**src/rtl/alu_issue_stage.sv**
```systemverilog
// rtl/alu_issue_stage.sv - RV32I ALU issue stage: decode, operand select, registered output with skid buffer
module alu_issue_stage #(
  parameter int XLEN = 32
) (
  input  logic            clk_w_i,
  input  logic            rst_w_i_l,
  input  logic            flush_w_i_h,
  input  logic            in_valid_w_i_h,
  output logic            in_ready_w_o_h,
  input  logic [6:0]      opcode_w_i,
  input  logic [2:0]      funct3_w_i,
  input  logic [6:0]      funct7_w_i,
  input  logic [XLEN-1:0] rs1_data_w_i,
  input  logic [XLEN-1:0] rs2_data_w_i,
  input  logic [XLEN-1:0] imm_w_i,
  input  logic [XLEN-1:0] pc_w_i,
  output logic            out_valid_w_o_h,
  input  logic            out_ready_w_i_h,
  output logic [XLEN-1:0] a_data_w_o,
  output logic [XLEN-1:0] b_data_w_o,
  output logic [3:0]      alu_control_w_o,
  output logic            illegal_w_o_h
);

  localparam logic [6:0] OPC_OP     = 7'b0110011;
  localparam logic [6:0] OPC_OP_IMM = 7'b0010011;
  localparam logic [6:0] OPC_LOAD   = 7'b0000011;
  localparam logic [6:0] OPC_STORE  = 7'b0100011;
  localparam logic [6:0] OPC_JALR   = 7'b1100111;
  localparam logic [6:0] OPC_LUI    = 7'b0110111;
  localparam logic [6:0] OPC_AUIPC  = 7'b0010111;
  localparam logic [6:0] OPC_JAL    = 7'b1101111;
  localparam logic [6:0] OPC_BRANCH = 7'b1100011;

  localparam logic [3:0] ALU_ADD  = 4'b0000;
  localparam logic [3:0] ALU_SLT  = 4'b0010;
  localparam logic [3:0] ALU_SLTU = 4'b0011;
  localparam logic [3:0] ALU_SUB  = 4'b1000;

  localparam logic [6:0] F7_ZERO = 7'b0000000;
  localparam logic [6:0] F7_ALT  = 7'b0100000;

  // Payload layout: {illegal, ctrl[3:0], a[XLEN-1:0], b[XLEN-1:0]}
  localparam int PW = 2*XLEN + 5;

  logic [XLEN-1:0] dec_a;
  logic [XLEN-1:0] dec_b;
  logic [3:0]      dec_ctrl;
  logic            dec_illegal;
  logic [PW-1:0]   dec_payload;

  logic            out_valid_q, out_valid_d;
  logic            skid_valid_q, skid_valid_d;
  logic [PW-1:0]   main_q, main_d;
  logic [PW-1:0]   skid_q, skid_d;

  logic            accept;
  logic            main_load;
  logic            is_shift_imm;
  logic            f3_add_or_sr;

  always_comb begin
    dec_a        = '0;
    dec_b        = '0;
    dec_ctrl     = ALU_ADD;
    dec_illegal  = 1'b0;
    is_shift_imm = (funct3_w_i == 3'b001) || (funct3_w_i == 3'b101);
    f3_add_or_sr = (funct3_w_i == 3'b000) || (funct3_w_i == 3'b101);

    case (opcode_w_i)
      OPC_OP: begin
        dec_a       = rs1_data_w_i;
        dec_b       = rs2_data_w_i;
        dec_ctrl    = {funct7_w_i[5] & f3_add_or_sr, funct3_w_i};
        dec_illegal = !((funct7_w_i == F7_ZERO) ||
                        ((funct7_w_i == F7_ALT) && f3_add_or_sr));
      end
      OPC_OP_IMM: begin
        dec_a       = rs1_data_w_i;
        dec_b       = is_shift_imm ? {{(XLEN-5){1'b0}}, imm_w_i[4:0]} : imm_w_i;
        // Only SRAI uses the alternate encoding; there is no SUBI.
        dec_ctrl    = {funct7_w_i[5] & (funct3_w_i == 3'b101), funct3_w_i};
        dec_illegal = ((funct3_w_i == 3'b001) && (funct7_w_i != F7_ZERO)) ||
                      ((funct3_w_i == 3'b101) && (funct7_w_i != F7_ZERO) &&
                       (funct7_w_i != F7_ALT));
      end
      OPC_LOAD, OPC_STORE, OPC_JALR: begin
        dec_a = rs1_data_w_i;
        dec_b = imm_w_i;
      end
      OPC_LUI: begin
        dec_b = imm_w_i;
      end
      OPC_AUIPC: begin
        dec_a = pc_w_i;
        dec_b = imm_w_i;
      end
      OPC_JAL: begin
        dec_a = pc_w_i;
        dec_b = XLEN'(4);
      end
      OPC_BRANCH: begin
        dec_a = rs1_data_w_i;
        dec_b = rs2_data_w_i;
        case (funct3_w_i[2:1])
          2'b00:   dec_ctrl = ALU_SUB;
          2'b10:   dec_ctrl = ALU_SLT;
          2'b11:   dec_ctrl = ALU_SLTU;
          default: dec_illegal = 1'b1;
        endcase
      end
      default: dec_illegal = 1'b1;
    endcase

    // Undecodable ops still flow down the pipe, but with neutral operands.
    if (dec_illegal) begin
      dec_a    = '0;
      dec_b    = '0;
      dec_ctrl = ALU_ADD;
    end
  end

  assign dec_payload = {dec_illegal, dec_ctrl, dec_a, dec_b};

  // in_ready depends only on registered state, so out_ready never reaches it combinationally.
  assign in_ready_w_o_h = !skid_valid_q;
  assign accept         = in_valid_w_i_h & in_ready_w_o_h;
  assign main_load      = !out_valid_q | out_ready_w_i_h;

  always_comb begin
    out_valid_d  = out_valid_q;
    skid_valid_d = skid_valid_q;
    main_d       = main_q;
    skid_d       = skid_q;

    if (flush_w_i_h) begin
      out_valid_d  = 1'b0;
      skid_valid_d = 1'b0;
    end else if (main_load) begin
      if (skid_valid_q) begin
        // in_ready is low while the skid is full, so no input competes here.
        main_d       = skid_q;
        out_valid_d  = 1'b1;
        skid_valid_d = 1'b0;
      end else begin
        out_valid_d = accept;
        if (accept) begin
          main_d = dec_payload;
        end
      end
    end else if (accept) begin
      skid_d       = dec_payload;
      skid_valid_d = 1'b1;
    end
  end

  always_ff @(posedge clk_w_i or negedge rst_w_i_l) begin
    if (!rst_w_i_l) begin
      out_valid_q  <= 1'b0;
      skid_valid_q <= 1'b0;
      main_q       <= '0;
      skid_q       <= '0;
    end else begin
      out_valid_q  <= out_valid_d;
      skid_valid_q <= skid_valid_d;
      main_q       <= main_d;
      skid_q       <= skid_d;
    end
  end

  assign out_valid_w_o_h = out_valid_q;
  assign illegal_w_o_h   = main_q[PW-1];
  assign alu_control_w_o = main_q[PW-2 -: 4];
  assign a_data_w_o      = main_q[2*XLEN-1 -: XLEN];
  assign b_data_w_o      = main_q[XLEN-1:0];

endmodule

```
**config.mk**
```make
export PLATFORM = sky130hd
export DESIGN_NAME = alu_issue_stage
export DESIGN_NICKNAME = d
export VERILOG_FILES = /design/src/rtl/alu_issue_stage.sv
export SDC_FILE = /design/constraint.sdc
export NUM_CORES = 1
export LEC_CHECK = 0
export CORE_MARGIN = 2
export CORE_UTILIZATION = 45
export CTS_CLUSTER_SIZE = 8
export DETAILED_ROUTE_END_ITERATION = 16
export HOLD_SLACK_MARGIN = 0.1
export MAX_ROUTING_LAYER = met4
export PLACE_DENSITY_LB_ADDON = 0.1
export SLEW_MARGIN = 20
export SYNTH_ARGS = -nofsm -noshare
export SYNTH_HDL_FRONTEND = slang
export SYNTH_SLANG_ARGS = --single-unit
```
**constraint.sdc**
```tcl
create_clock -name clk_w_i -period 3.9 [get_ports clk_w_i]
set_input_delay 0.39 -clock clk_w_i [delete_from_list [all_inputs] [get_ports clk_w_i]]
set_output_delay 0.39 -clock clk_w_i [all_outputs]
set_load 0.02 [all_outputs]
```
==> impl_metrics.py, run 1 <==
# Synthesis and PnR figures
metrics = {
    "floorplanning": {
        "ios": 221,
        "chipWidth_um": 129,
        "chipArea_sq_um": 16800,
        "die_y_um": 129,
    },
    "clock_network": {
        "cts_setup_buffers": 0,
        "cts_num_sinks": 140,
        "cts_tree": "built",
        "insertion_delay_ns": 0.42,
        "cts_resized": 0,
        "cts-root-buf": "clkbuf_16",
        "numCtsBuffers": 17,
        "clockBufferDepth": 2,
        "htreeDepth": 4,
        "holdBufCountCts": 1,
        "cts.clk_slew.worst_paths_ns": 0.05,
    },
    "routing": {
        "via_per_inst": 5.86,
        "ant_nets": 0,
        "drt_iter0_drc": 585,
        "wl_per_cell_um": 18.7,
        "via_count": 6366,
        "drt_pass1_iterations": 5,
        "wl_mm": 20.3,
        "drcViolationCount": 0,
    },
    "final_layout": {
        "layout-drive-gt1-share": 0.112,
        "layout_top_cell": "clkdlybuf4s50_1",
        "layout_top_cells": "clkdlybuf4s50_1, dfrtp_1, o31ai_1, a21oi_1, nand2_1",
        "n_antenna_cell": 0,
        "area_growth_syn_to_layout_pct": 40.0,
        "nets": 1013,
    },
    "logic_synthesis": {
        "edf_count": 0,
        "ys_seq_frac": 0.495,
        "synthArstFlopShare": 1.00,
        "topCellsByArea": "dfrtp_1, o31ai_1, o31ai_2",
        "yosysChipArea_sq_um": 7080,
        "synth.top_cell.area_share": 0.495,
        "logic_family": "AND-OR/OR-AND gates",
        "synthTopCellsByCount": "dfrtp_1, o31ai_1, nand2_1",
        "fa_ha_area_frac": 0,
        "postSynthCellCount": 686,
        "syn_avg_cell_area_sq_um": 10.3,
        "xor_area_frac": 0.00247,
        "ys_sh_mux": 0.00159,
        "most_common_cell": "dfrtp_1",
        "netlist_area_sq_um": 7080,
        "simple_gate_area_frac": 0.135,
        "yosysWarnings": 0,
        "ys.flops": 140,
        "ys_types": 46,
        "synth_nets": 836,
        "synth_stat.cells": 686,
        "ff_type": "dfrtp_1",
        "yosysTopAreaCell": "dfrtp_1",
        "aoi_share": 0.308,
    },
    "placed_design": {
        "place_area_sq_um": 9310,
        "port_buffers": 220,
        "dpl.hpwl_mm": 13.1,
        "gp_congestion": 0.853,
    },
    "min_path": {
        "hold_path.class": "reg2reg",
        "hp-start": "skid_q[29]$_DFFE_PN0P_",
        "hold_depth": 2,
        "min_to": "skid_q[29]$_DFFE_PN0P_",
    },
    "final_timing": {
        "fin_skew_ns": 0.00388,
        "drv_slew": 0,
        "hold_viol_final": 0,
        "worst_slew_pin_slew_ns": 1.05,
        "setup_viol": 0,
        "min_period_over_period": 0.677,
        "fmax_mhz": 379,
        "slew-limit-headroom": 0.301,
        "tns_ns": 0,
        "rsz0062_at_grt": "false",
        "fin_crit_ns": 2.64,
    },
    "run": {
        "drv_cap": 0,
        "warnings": 26,
    },
    "setup_path": {
        "critical_path_class": "in2reg",
        "r2r-end": "skid_q[11]$_DFFE_PN0P_",
        "r2r.worst_path.cells": 5,
        "r2r_start": "skid_valid_q$_DFFE_PN0P_",
        "worstSetupStartpointType": "input port",
        "r2r_slack_ns": 1.39,
        "critPathMaxFanout": 92,
        "end_kind": "register",
        "cp_data_arrival_time_ns": 2.89,
        "crit_start": "opcode_w_i[2]",
        "worstPathRequired_ns": 4.15,
        "crit_path_end": "main_q[28]$_DFFE_PN0P_",
    },
    "global_routing": {
        "antenna_found_initial": 0,
        "track_usage": 0.253,
        "grt_pass1_wl_mm": 31.9,
        "overflow": 0,
        "grt_start_max_net_pins": 93,
        "grt_pass1_vias": 6309,
    },
    "power": {
        "total_power_uw": 3430,
        "leakagePower_uw": 0.00414,
        "power.density_nw_per_um2": 346,
        "vdd_ir_drop_max_mv": 0.313,
    },
    "outcome": {
        "status": "finished, final reports clean",
    },
}
==> run 1: area by class of cell <==
class                           count  area [sq um]
Inverter                            4          15.0
Tap cell                          211           264
Fill cell                        1271          5400
Clock inverter                      6          82.6
Timing Repair Buffer              235          2330
Clock buffer                       26           509
Sequential cell                   140          3500
Multi-Input combinational cell    465          3210
==> run 1: cell families after synthesis <==
family,count (synthesis)
flops,140
compound gates,287
xor+xnor,2
buf+inv,81
mux,1
simple gates,175
==> run 1: through the flow <==
| step | cells | setup slack [ns] | utilization | hold WS, ns |
|---|---|---|---|---|
| floorplan | 686 | 2.09 | - | 0.0944 |
| global placement | 1054 | 1.03 | 0.608 | 0.450 |
| detailed placement | 1054 | 0.906 | 0.608 | 0.459 |
| CTS | 1087 | 1.33 | 0.647 | 0.471 |
| global route | 1087 | 1.11 | 0.647 | 0.496 |
| finish | 1087 | 1.26 | 0.647 | 0.467 |
==> run 1: worst max-delay path, stage by stage <==
cell and delay [ns]:
clkdlybuf4s50_1 0.52, nand4bb_4 0.33, nor3_4 0.28, o2111ai_1 0.24
nand3_4 0.45, buf_12 0.41, o31ai_1 0.17
==> run 1: flip-flops by register name (all words and copies together), names as in the netlist <==
name             cells
main_q              69
out_valid_w_o_h      1
skid_valid_q         1
skid_q              69
==> run 1: metal layers <==
metal	vias to the layer above	wire length (um)	GRT usage
met2	195	10200	0.417
met3	31	990	0.0458
met4	0	396	0.0829
li1	2959	-	-
met1	3181	8760	0.317
met5	-	0	-
==> run 1: where the power goes <==
group          switching, uW  internal, uW  total [uW]
logic                    188           172         360
registers               5.11          1460        1470
clock network            577          1020        1600
total                    770          2660        3430
==> run_1/cell_classes.png <==
(3 px per um)
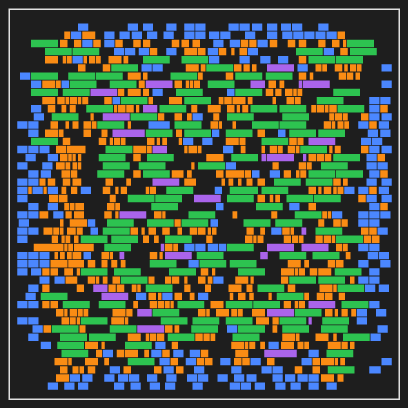
colour	class	cells
blue	other buffers and delay cells	235
green	flip-flops	140
orange	all other logic	469
purple	clock drivers and dummy loads	32
Finished Core Util: 0.647
design area: 9920 sq um
site row count: 45
area of the core: 15300 sq um
Seq area share: 0.353

==> run_1/met1.png <==
(4 px per um) Supply wires on this layer in grey. Cells faint in the background.
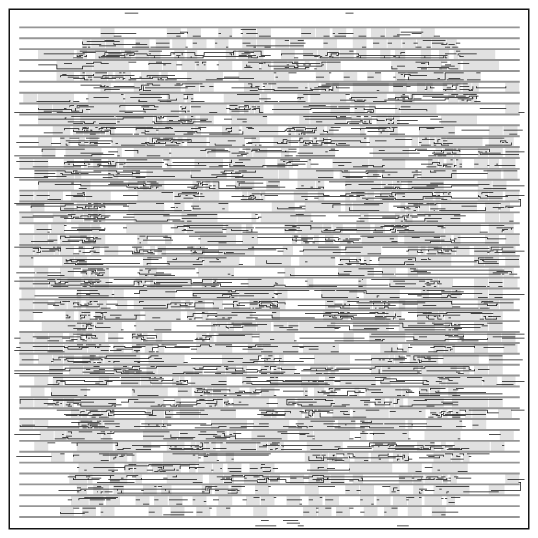
main direction	horizontal
longest straight run	38.2 um
wire length on this layer	8760 um

==> run_1/density.png <==
(3 px per um) The die is cut into 13 by 13 equal tiles; dark blue is low, red is high, 0 to 100% covered.
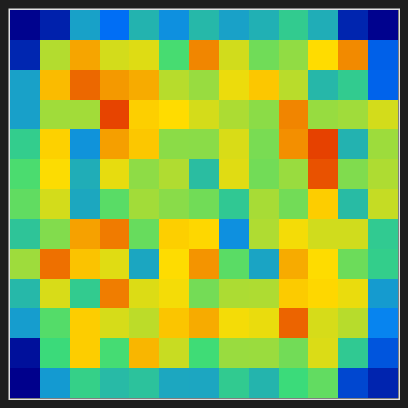
tiles over 75% full	21%
mean over tiles	58%
fullest tile	93%
nearly empty tiles	1.8%
FP Util: 0.463

==> run_1/final_placement.png <==
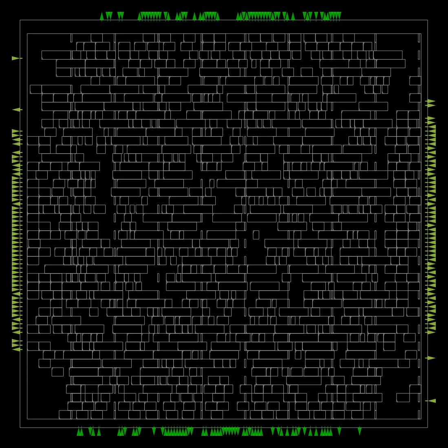

--- run 2 (diff from run 1) ---
- CORE_UTILIZATION: 45 -> 43
- clock period: 3.9 -> 2.2 ns (I/O delays scaled with it)
==> run_2/final_placement.png <==
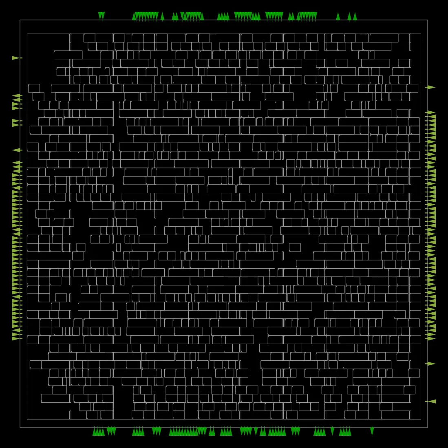
site row count: 46
area of the core: 16000 sq um
final std cells w/o fill: 1119

==> run_2/cell_classes.png <==
(3 px per um)
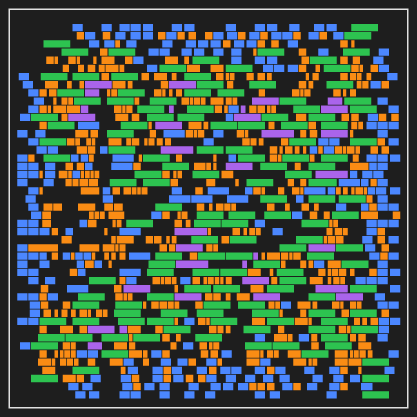
colour	class	cells
purple	clock drivers and dummy loads	32
orange	all other logic	470
green	flip-flops	140
blue	other buffers and delay cells	261
Finished Core Util: 0.649
Seq area share: 0.338
design area: 10400 sq um

==> run 2 against run 1 <==
- wire length up 3.9%
- synthesized area did not move
- hold slack worse by 0.10 ns
- sequential share of layout area is 1.6 points lower
- combinational power rose by 96%
- highest routed layer unchanged
- sequential power is 77% higher
- via count grew 1.0%
==> impl_metrics.py, run 2 <==
# Synthesis and PnR figures
metrics = {
    "final_layout": {
        "seq_area_sq_um": 3500,
        "area_growth_syn_to_layout_pct": 46.5,
        "layout_top_cells": "clkdlybuf4s50_1, dfrtp_1, o31ai_1, a21oi_1, nand2_1",
        "fillCellCount": 1236,
        "top_regs": "main_q x69, skid_q x69",
        "comb_area_sq_um": 3220,
        "layout-drive-gt1-share": 0.143,
        "nets": 1040,
        "n_antenna_cell": 0,
        "layout_top_cell": "clkdlybuf4s50_1",
    },
    "logic_synthesis": {
        "synthArstFlopShare": 1.00,
        "edf_count": 0,
        "postSynthCellCount": 686,
        "synth.top_cell.area_share": 0.495,
        "synthTopCellsByCount": "dfrtp_1, o31ai_1, nand2_1",
        "ff_type": "dfrtp_1",
        "synth_stat.cells": 686,
        "most_common_cell": "dfrtp_1",
        "synth_nets": 836,
        "topCellsByArea": "dfrtp_1, o31ai_1, o31ai_2",
        "yosysWarnings": 0,
        "syn_avg_cell_area_sq_um": 10.3,
        "ys.flops": 140,
        "yosysChipArea_sq_um": 7080,
        "netlist_area_sq_um": 7080,
        "yosysTopAreaCell": "dfrtp_1",
        "ys_types": 46,
    },
    "power": {
        "maxPowerGroup": "clock",
        "powerClk_uw": 3270,
        "vdd_ir_drop_max_mv": 0.486,
        "clock_power_share": 0.497,
        "p_int_uw": 5160,
        "p_switching_uw": 1410,
        "comb_power_share": 0.107,
        "power.density_nw_per_um2": 633,
        "swShare": 0.215,
        "pg_comb_uw": 706,
        "seqPwrFrac": 0.396,
        "leakagePower_uw": 0.00437,
        "pg_seq_uw": 2600,
    },
    "final_timing": {
        "hold_viol_final": 0,
        "min_period_over_period": 0.924,
        "worst_slew_pin_slew_ns": 0.767,
        "slew-limit-headroom": 0.486,
        "rsz0062_at_grt": "false",
        "hold_ws_ns": 0.362,
        "fin_crit_ns": 2.03,
        "drv_slew": 0,
        "setup_viol": 0,
        "fmax_mhz": 492,
        "fin_ws_ns": 0.168,
        "fin_skew_ns": 0.00407,
    },
    "setup_path": {
        "worstPathRequired_ns": 2.49,
        "crit_path_end": "main_q[54]$_DFFE_PN0P_",
        "slowest_delay_ns": 0.55,
        "cp_num_cells": 7,
        "r2r-end": "main_q[54]$_DFFE_PN0P_",
        "end_kind": "register",
        "cpMostUsedCell": "buf_4",
        "crit_slowest_cell": "nor2b_1",
        "worstPathCellList": "nor2b_1, nor3_4, buf_4, buf_4, and3_1, a21oi_1, o31ai_2",
        "crit_start": "out_valid_w_o_h$_DFFE_PN0N_",
        "worstSetupStartpointType": "register",
        "cp_data_arrival_time_ns": 2.32,
        "crit_family": "simple AND/OR/NAND/NOR gates",
        "r2r_start": "out_valid_w_o_h$_DFFE_PN0N_",
        "r2r_slack_ns": 0.17,
        "r2r.worst_path.cells": 7,
        "critical_path_class": "reg2reg",
        "critPathMaxFanout": 16,
        "crit_buf_inv": 2,
    },
    "run": {
        "warnings": 26,
        "drv_cap": 0,
    },
    "clock_network": {
        "htreeDepth": 4,
        "cts.clk_slew.worst_paths_ns": 0.06,
        "insertion_delay_ns": 0.41,
        "cts_num_sinks": 140,
        "cts_resized": 0,
        "numCtsBuffers": 17,
        "cts-root-buf": "clkbuf_16",
        "cts_tree": "built",
    },
    "routing": {
        "ant_nets": 0,
        "wl_per_cell_um": 18.9,
        "via_per_inst": 5.75,
        "drt_iter0_drc": 476,
        "via_count": 6432,
        "drcViolationCount": 0,
        "wl_mm": 21.1,
        "drt_pass1_iterations": 5,
    },
    "global_routing": {
        "overflow": 0,
        "track_usage": 0.251,
        "grt_pass1_vias": 6426,
        "antenna_found_initial": 0,
        "grt_pass1_wl_mm": 34.3,
        "grt_start_max_net_pins": 71,
    },
    "outcome": {
        "status": "finished, final reports clean",
    },
    "floorplanning": {
        "chipArea_sq_um": 17500,
        "chipWidth_um": 132,
        "die_y_um": 132,
    },
    "placed_design": {
        "pre_cts_slack_ns": -0.278,
        "gp_congestion": 0.904,
        "dpl.hpwl_mm": 14.0,
    },
    "min_path": {
        "hold_path.class": "in2async",
    },
}
==> run_2/port_nets.png <==
(2 px per um)
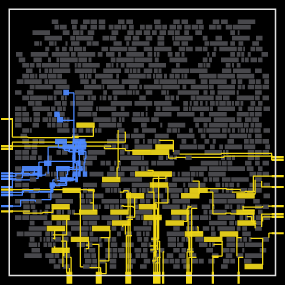
colour	port	direction	edge	end cells	buffers	wire
yellow	b_data_w_o	output	19 south, 8 east, 5 west	32	32	1380 um
blue	opcode_w_i	input	west	26	12	443 um
# IOs: 221
Port Buf Inserts: 220

[run 2: final cells by class]
class                   instances  area share
multi-input cells             466       0.310
repair buffers                261       0.259
well taps                     216      0.0260
clock inverters                12      0.0207
clock buffers                  20      0.0450
inverters                       4     0.00145
flip-flops and latches        140       0.338
[run 2: kinds of logic (layout without fill, tap and decap cells)]
family,Yosys count,after routing,synth area share
xor+xnor,2,2,0.00247
compound gates,287,287,0.308
simple gates,175,176,0.135
mux,1,1,0.00159
buf+inv,81,297,0.0583
flops,140,140,0.495
[run 2: what timing repair did]
action	4_1_cts	5_1_grt
endpoints found under the hold margin	60	0
gates cloned	1	0
pin swaps	1	1
hold buffers	1	0
setup buffers	0	3
setup endpoints to repair	39	24
[run 2: layer usage]
layer / global-route usage / vias up / wire length, um / share of wire
li1: - / 3019 / - / -
met1: 0.319 / 3141 / 9160 / 0.43
met2: 0.408 / 252 / 10400 / 0.49
met3: 0.0623 / 20 / 1380 / 0.066
met4: 0.0532 / 0 / 192 / 0.0091
met5: - / - / 0 / 0
[run 2: stage by stage]
step	TNS [ns]	power (uW)	util	cell area, sq um
CTS	0	6630	0.647	10400
detailed placement	-14.24	3350	0.603	9660
global placement	-10.59	3330	0.603	9660
global route	0	6830	0.649	10400
floorplan	0	2880	-	7080
finish	0	6580	0.649	10400
[run 2: how the worst min path moves through the flow]
stage                    from                      to
finish              rst_w_i_l  main_q[23]$_DFFE_PN0P_
global route        rst_w_i_l  main_q[23]$_DFFE_PN0P_
CTS                 rst_w_i_l  main_q[23]$_DFFE_PN0P_
detailed placement  rst_w_i_l  main_q[23]$_DFFE_PN0P_
global placement    rst_w_i_l  skid_q[22]$_DFFE_PN0P_
floorplan           rst_w_i_l   main_q[0]$_DFFE_PN0P_
No activity file was given, so power comes from the tool's default toggle rates.
